`src/rtl/ntt_pkg.sv`:
```
// ntt_pkg: constants shared by the NTT/INTT core, its coefficient packer and
// the benches.
//   Q          modulus (3329)
//   COEF_W     coefficient width in bits
//   LANES      coefficients packed into one core input word
//   N_COEF     coefficients per polynomial (one job)
//   DOUT_W     packed word width (LANES*COEF_W)
//   FORWARD_NTT_MODE / INVERSE_NTT_MODE  job mode codes
//   state_t    packer FSM state encoding
package ntt_pkg;

  localparam int Q          = 3329;
  localparam int COEF_W     = 12;
  localparam int LANES      = 11;
  localparam int N_COEF     = 256;
  localparam int DOUT_W     = LANES * COEF_W;
  localparam int LANE_CNT_W = 4;
  localparam int COEF_CNT_W = 9;

  localparam logic [2:0] FORWARD_NTT_MODE = 3'd0;
  localparam logic [2:0] INVERSE_NTT_MODE = 3'd1;

  typedef enum logic [2:0] {
    ST_IDLE  = 3'd0,
    ST_START = 3'd1,
    ST_LOAD  = 3'd2,
    ST_FLUSH = 3'd3,
    ST_DONE  = 3'd4
  } state_t;

  // Only the two transform directions are understood by the core.
  function automatic logic mode_supported(input logic [2:0] m);
    return (m == FORWARD_NTT_MODE) || (m == INVERSE_NTT_MODE);
  endfunction

endpackage

```
`src/rtl/mod_q_reduce.sv`:
```
// mod_q_reduce: combinational reduction of a 12-bit unsigned value mod Q.
//   c  input coefficient, 0..4095
//   r  c mod Q
// A single conditional subtract is exact because the largest input (4095)
// is below 2*Q.
module mod_q_reduce
  import ntt_pkg::*;
(
  input  logic [COEF_W-1:0] c,
  output logic [COEF_W-1:0] r
);

  localparam logic [COEF_W-1:0] Q_W = COEF_W'(Q);

  assign r = (c >= Q_W) ? (c - Q_W) : c;

endmodule

```
`src/rtl/ntt_coef_packer.sv`:
```
// ntt_coef_packer: feeds the NTT/INTT core. Accepts a job request, then 256
// coefficients, reduces each mod Q and packs 11 per 132-bit word.
//   clk, rst          clock, asynchronous active-high reset
//   cfg_valid/ready   job request handshake, cfg_mode = requested mode
//   coef_valid/ready  coefficient handshake, coef_data = raw coefficient
//   start             one-cycle job start to the core
//   mode              job mode held from start through done
//   validi/dout       one-cycle strobe with the packed word (lane k = [12k+11:12k])
//   done              one-cycle pulse after the final word
//   err               one-cycle pulse when a request carries an unknown mode
module ntt_coef_packer
  import ntt_pkg::*;
(
  input  logic              clk,
  input  logic              rst,
  input  logic              cfg_valid,
  input  logic [2:0]        cfg_mode,
  output logic              cfg_ready,
  input  logic              coef_valid,
  input  logic [COEF_W-1:0] coef_data,
  output logic              coef_ready,
  output logic              start,
  output logic [2:0]        mode,
  output logic              validi,
  output logic [DOUT_W-1:0] dout,
  output logic              done,
  output logic              err
);

  state_t                  state_reg;
  state_t                  state_next;
  logic [2:0]              mode_reg;
  logic                    err_reg;
  logic                    validi_reg;
  logic [DOUT_W-1:0]       dout_reg;
  logic [DOUT_W-1:0]       pack_reg;
  logic [LANE_CNT_W-1:0]   lane_cnt_reg;
  logic [COEF_CNT_W-1:0]   coef_cnt_reg;

  logic                    cfg_fire;
  logic                    coef_fire;
  logic                    last_coef;
  logic                    word_full;
  logic [COEF_W-1:0]       coef_red;
  logic [DOUT_W-1:0]       word_next;

  mod_q_reduce u_reduce (
    .c (coef_data),
    .r (coef_red)
  );

  assign cfg_fire  = cfg_valid & cfg_ready;
  assign coef_fire = coef_valid & coef_ready;
  assign last_coef = (coef_cnt_reg == COEF_CNT_W'(N_COEF - 1));
  assign word_full = (lane_cnt_reg == LANE_CNT_W'(LANES - 1));

  // ---------------------------------------------------------------- FSM
  always_ff @(posedge clk or posedge rst) begin
    if (rst) begin
      state_reg <= ST_IDLE;
    end else begin
      state_reg <= state_next;
    end
  end

  always_comb begin
    state_next = state_reg;
    cfg_ready  = 1'b0;
    coef_ready = 1'b0;
    start      = 1'b0;
    done       = 1'b0;
    case (state_reg)
      ST_IDLE: begin
        cfg_ready = 1'b1;
        // Unsupported modes are answered with err and leave us in IDLE.
        if (cfg_valid && mode_supported(cfg_mode)) begin
          state_next = ST_START;
        end
      end
      ST_START: begin
        start      = 1'b1;
        state_next = ST_LOAD;
      end
      ST_LOAD: begin
        coef_ready = 1'b1;
        if (coef_valid && last_coef) begin
          state_next = ST_FLUSH;
        end
      end
      // The final partial word is already on validi/dout during FLUSH.
      ST_FLUSH: begin
        state_next = ST_DONE;
      end
      ST_DONE: begin
        done       = 1'b1;
        state_next = ST_IDLE;
      end
      default: begin
        state_next = ST_IDLE;
      end
    endcase
  end

  // ---------------------------------------------------------- lane merge
  // word_next is the pack register with the current coefficient dropped
  // into lane lane_cnt; it is both the next pack value and the emitted word.
  generate
    for (genvar gi = 0; gi < LANES; gi++) begin : g_lane
      logic lane_hit;
      assign lane_hit = coef_fire && (lane_cnt_reg == LANE_CNT_W'(gi));
      assign word_next[gi*COEF_W +: COEF_W] =
        lane_hit ? coef_red : pack_reg[gi*COEF_W +: COEF_W];
    end
  endgenerate

  // ------------------------------------------------------------ datapath
  always_ff @(posedge clk or posedge rst) begin
    if (rst) begin
      mode_reg     <= FORWARD_NTT_MODE;
      err_reg      <= 1'b0;
      validi_reg   <= 1'b0;
      dout_reg     <= '0;
      pack_reg     <= '0;
      lane_cnt_reg <= '0;
      coef_cnt_reg <= '0;
    end else begin
      err_reg    <= cfg_fire && !mode_supported(cfg_mode);
      validi_reg <= 1'b0;

      if (cfg_fire && mode_supported(cfg_mode)) begin
        mode_reg <= cfg_mode;
      end else if (state_reg == ST_DONE) begin
        mode_reg <= FORWARD_NTT_MODE;
      end

      if (state_reg == ST_START) begin
        // Every job starts from an empty word regardless of history.
        pack_reg     <= '0;
        lane_cnt_reg <= '0;
        coef_cnt_reg <= '0;
      end else if (coef_fire) begin
        coef_cnt_reg <= coef_cnt_reg + COEF_CNT_W'(1);
        // Emit on a full word or on the last coefficient (partial word,
        // unused upper lanes already zero because the register was cleared).
        if (word_full || last_coef) begin
          validi_reg   <= 1'b1;
          dout_reg     <= word_next;
          pack_reg     <= '0;
          lane_cnt_reg <= '0;
        end else begin
          pack_reg     <= word_next;
          lane_cnt_reg <= lane_cnt_reg + LANE_CNT_W'(1);
        end
      end
    end
  end

  assign mode   = mode_reg;
  assign err    = err_reg;
  assign validi = validi_reg;
  assign dout   = dout_reg;

endmodule

```
`config.mk`:
```
export PLATFORM = sky130hd
export DESIGN_NAME = ntt_coef_packer
export DESIGN_NICKNAME = d
export VERILOG_FILES = /design/src/rtl/ntt_pkg.sv /design/src/rtl/mod_q_reduce.sv /design/src/rtl/ntt_coef_packer.sv
export SDC_FILE = /design/constraint.sdc
export NUM_CORES = 1
export LEC_CHECK = 0
export CORE_UTILIZATION = 55
export DETAILED_ROUTE_END_ITERATION = 16
export PLACE_DENSITY_LB_ADDON = 0.12
export SYNTH_ARGS = -nofsm -noshare
export SYNTH_HDL_FRONTEND = slang
export SYNTH_HIERARCHICAL = 1
export SYNTH_SLANG_ARGS = --single-unit
export TNS_END_PERCENT = 5
```
`constraint.sdc`:
```
create_clock -name clk -period 11.5 [get_ports clk]
set_input_delay 1.15 -clock clk [delete_from_list [all_inputs] [get_ports clk]]
set_output_delay 1.15 -clock clk [all_outputs]
set_load 0.02 [all_outputs]
```
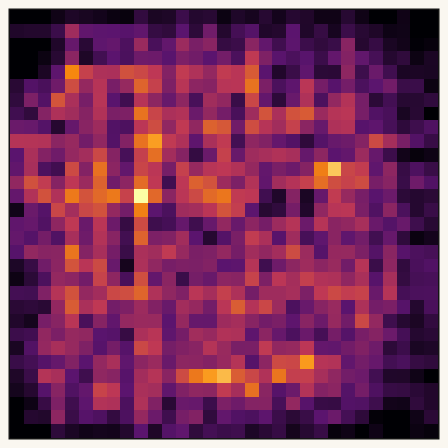
(images/wire_density.png)
31 x 31 tiles, from black (low) to pale yellow (high), scaled to the fullest tile. Values are wire area over tile area, all layers added.
tiles over half the peak: 12%
mean over tiles: 0.20
nearly empty tiles: 3.5%
fullest tile: 0.64
emptiest ninth of the die: upper right

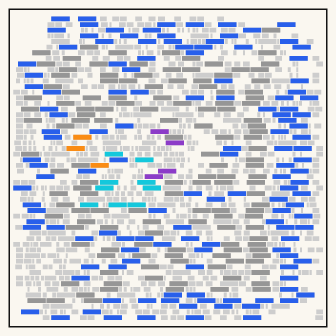
(images/registers.png)
Other sequential cells in the stronger gray, the rest of the logic in the fainter gray.
| color | name in the netlist | sequential cells |
|---|---|---|
| blue | dout | 132 |
| cyan | coef_cnt_reg | 9 |
| orange | state_reg | 3 |
| purple | lane_cnt_reg | 4 |
not colored: 137

==> flow_summary_export.csv <==
group,metric,value,unit
power_and_ir_drop,ir_drop,0.000126,V
global_route,grt.busiest_layer,"met2",
final_timing,finalHoldViolations,0,
clock_tree,clk_latency,0.53,ns
placement,io_buffers,159,
setup_path,r2r_slack,8.08,ns
clock_tree,clockRootBuffer,"clkbuf_16",
drt,route.detailed.drc,0,
drt,wire_per_inst,19.3,µm
placement,place_hpwl,17.3,mm
final_timing,slew_viol_final,0,
power_and_ir_drop,pwr-share-seq,0.469,
global_route,met3_usage,0.0370,
setup_path,startpoint,"coef_valid",
floorplanning,die_h,153,µm
setup_path,reg2reg_from,"state_reg[2]$_DFFE_PP0P_",
setup_path,arrival,4.44,ns
global_route,grt_max_degree,266,
placement,placedCellCount,1444,
outcome,outcome,"finished clean",
hold_path,min_path_type,"register to register",
logic_synthesis,async_flop_share,1.00,
clock_tree,cts_buffers,29,
final_timing,setup_viol,0,
setup_path,worstSetupPathType,"input port to register",
clock_tree,cts.repair_timing.setup_buffer_count,0,
final_timing,rsz0062_at_grt,"false",
logic_synthesis,yosys-stat-area,0.0125,mm²
logic_synthesis,synth.cell_area,0.0125,mm²
drt,wl_met3,1.47,mm
logic_synthesis,floorplan.nets,1115,
drt,drt_iter0_drc,582,
power_and_ir_drop,seq_cell_power,1180,µW
clock_tree,cts_tree,"done",
logic_synthesis,synthCells,1088,
power_and_ir_drop,p_comb,432,µW
power_and_ir_drop,powerClk,901,µW
clock_tree,cts_buffer_depth,3,
hold_path,hold_end,"dout[72]$_DFFE_PP0P_",
final_timing,post-route-min-period,3.98,ns
final_timing,tightest_slew,1.13,ns
final_layout,final_common_cell,"dfrtp_1",
run,warnings,34,
logic_synthesis,common_cells,"dfrtp_1 (285), nand2_1 (141), mux2i_1 (133)",
setup_path,worstRegToRegCells,4,
drt,ant_nets,0,
setup_path,reg2reg_to,"pack_reg[114]$_DFFE_PP0P_",
power_and_ir_drop,finalPower,2510,µW
logic_synthesis,logic_family,"AND-OR/OR-AND gates",
logic_synthesis,synth_top_area_share,0.572,
final_layout,final_util,0.682,
final_layout,syn2layout_area_growth,20.5,%
power_and_ir_drop,p_per_area,167,mW/mm²
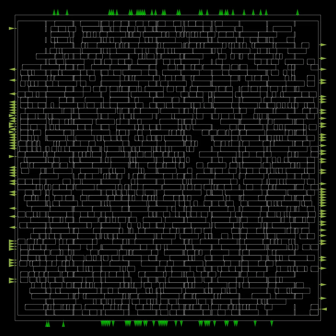
(images/final_placement.png)
core footprint: 0.0220 mm²
fillers: 1691
fin cells: 1493
tap cells: 280

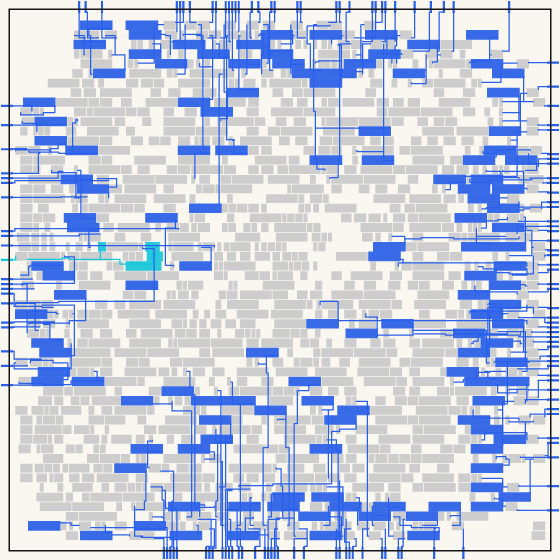
(images/port_nets.png)
| color | port | bits | direction | edge | end cells | buffers | wire |
|---|---|---|---|---|---|---|---|
| cyan | coef_valid | 1 | input | left | 4 | 1 | 49.3 µm |
| blue | dout | 132 | output | 45 right, 34 bottom, 33 top, 20 left | 132 | 132 | 3900 µm |

-- through the flow --
stage               instance area (µm²)  hold WS (ns)  worst slack [ns]
finish                            15000         0.472              7.52
global route                      15000         0.495              7.28
CTS                               15000         0.482              7.54
detailed placement                14100         0.469              7.00
global placement                  14100         0.461              7.06
floorplan                         12500         0.453              2.49
-- worst max-delay path: stages --
cell and delay (ns):
clkdlybuf4s50_1 0.61, and4bb_1 0.81, nand3_1 0.81, nor3_2 0.80, a22o_1 0.24
-- area by class of cell --
class	instances	area (µm²)	area share
Sequential cell	285	7130	0.475
Multi-Input combinational cell	695	4880	0.325
Timing Repair Buffer	175	1720	0.115
Clock buffer	43	818	0.0544
Tap cell	280	350	0.0233
Clock inverter	6	82.6	0.00549
Inverter	9	41.3	0.00275
No activity file was given, so power comes from the tool's default toggle rates.
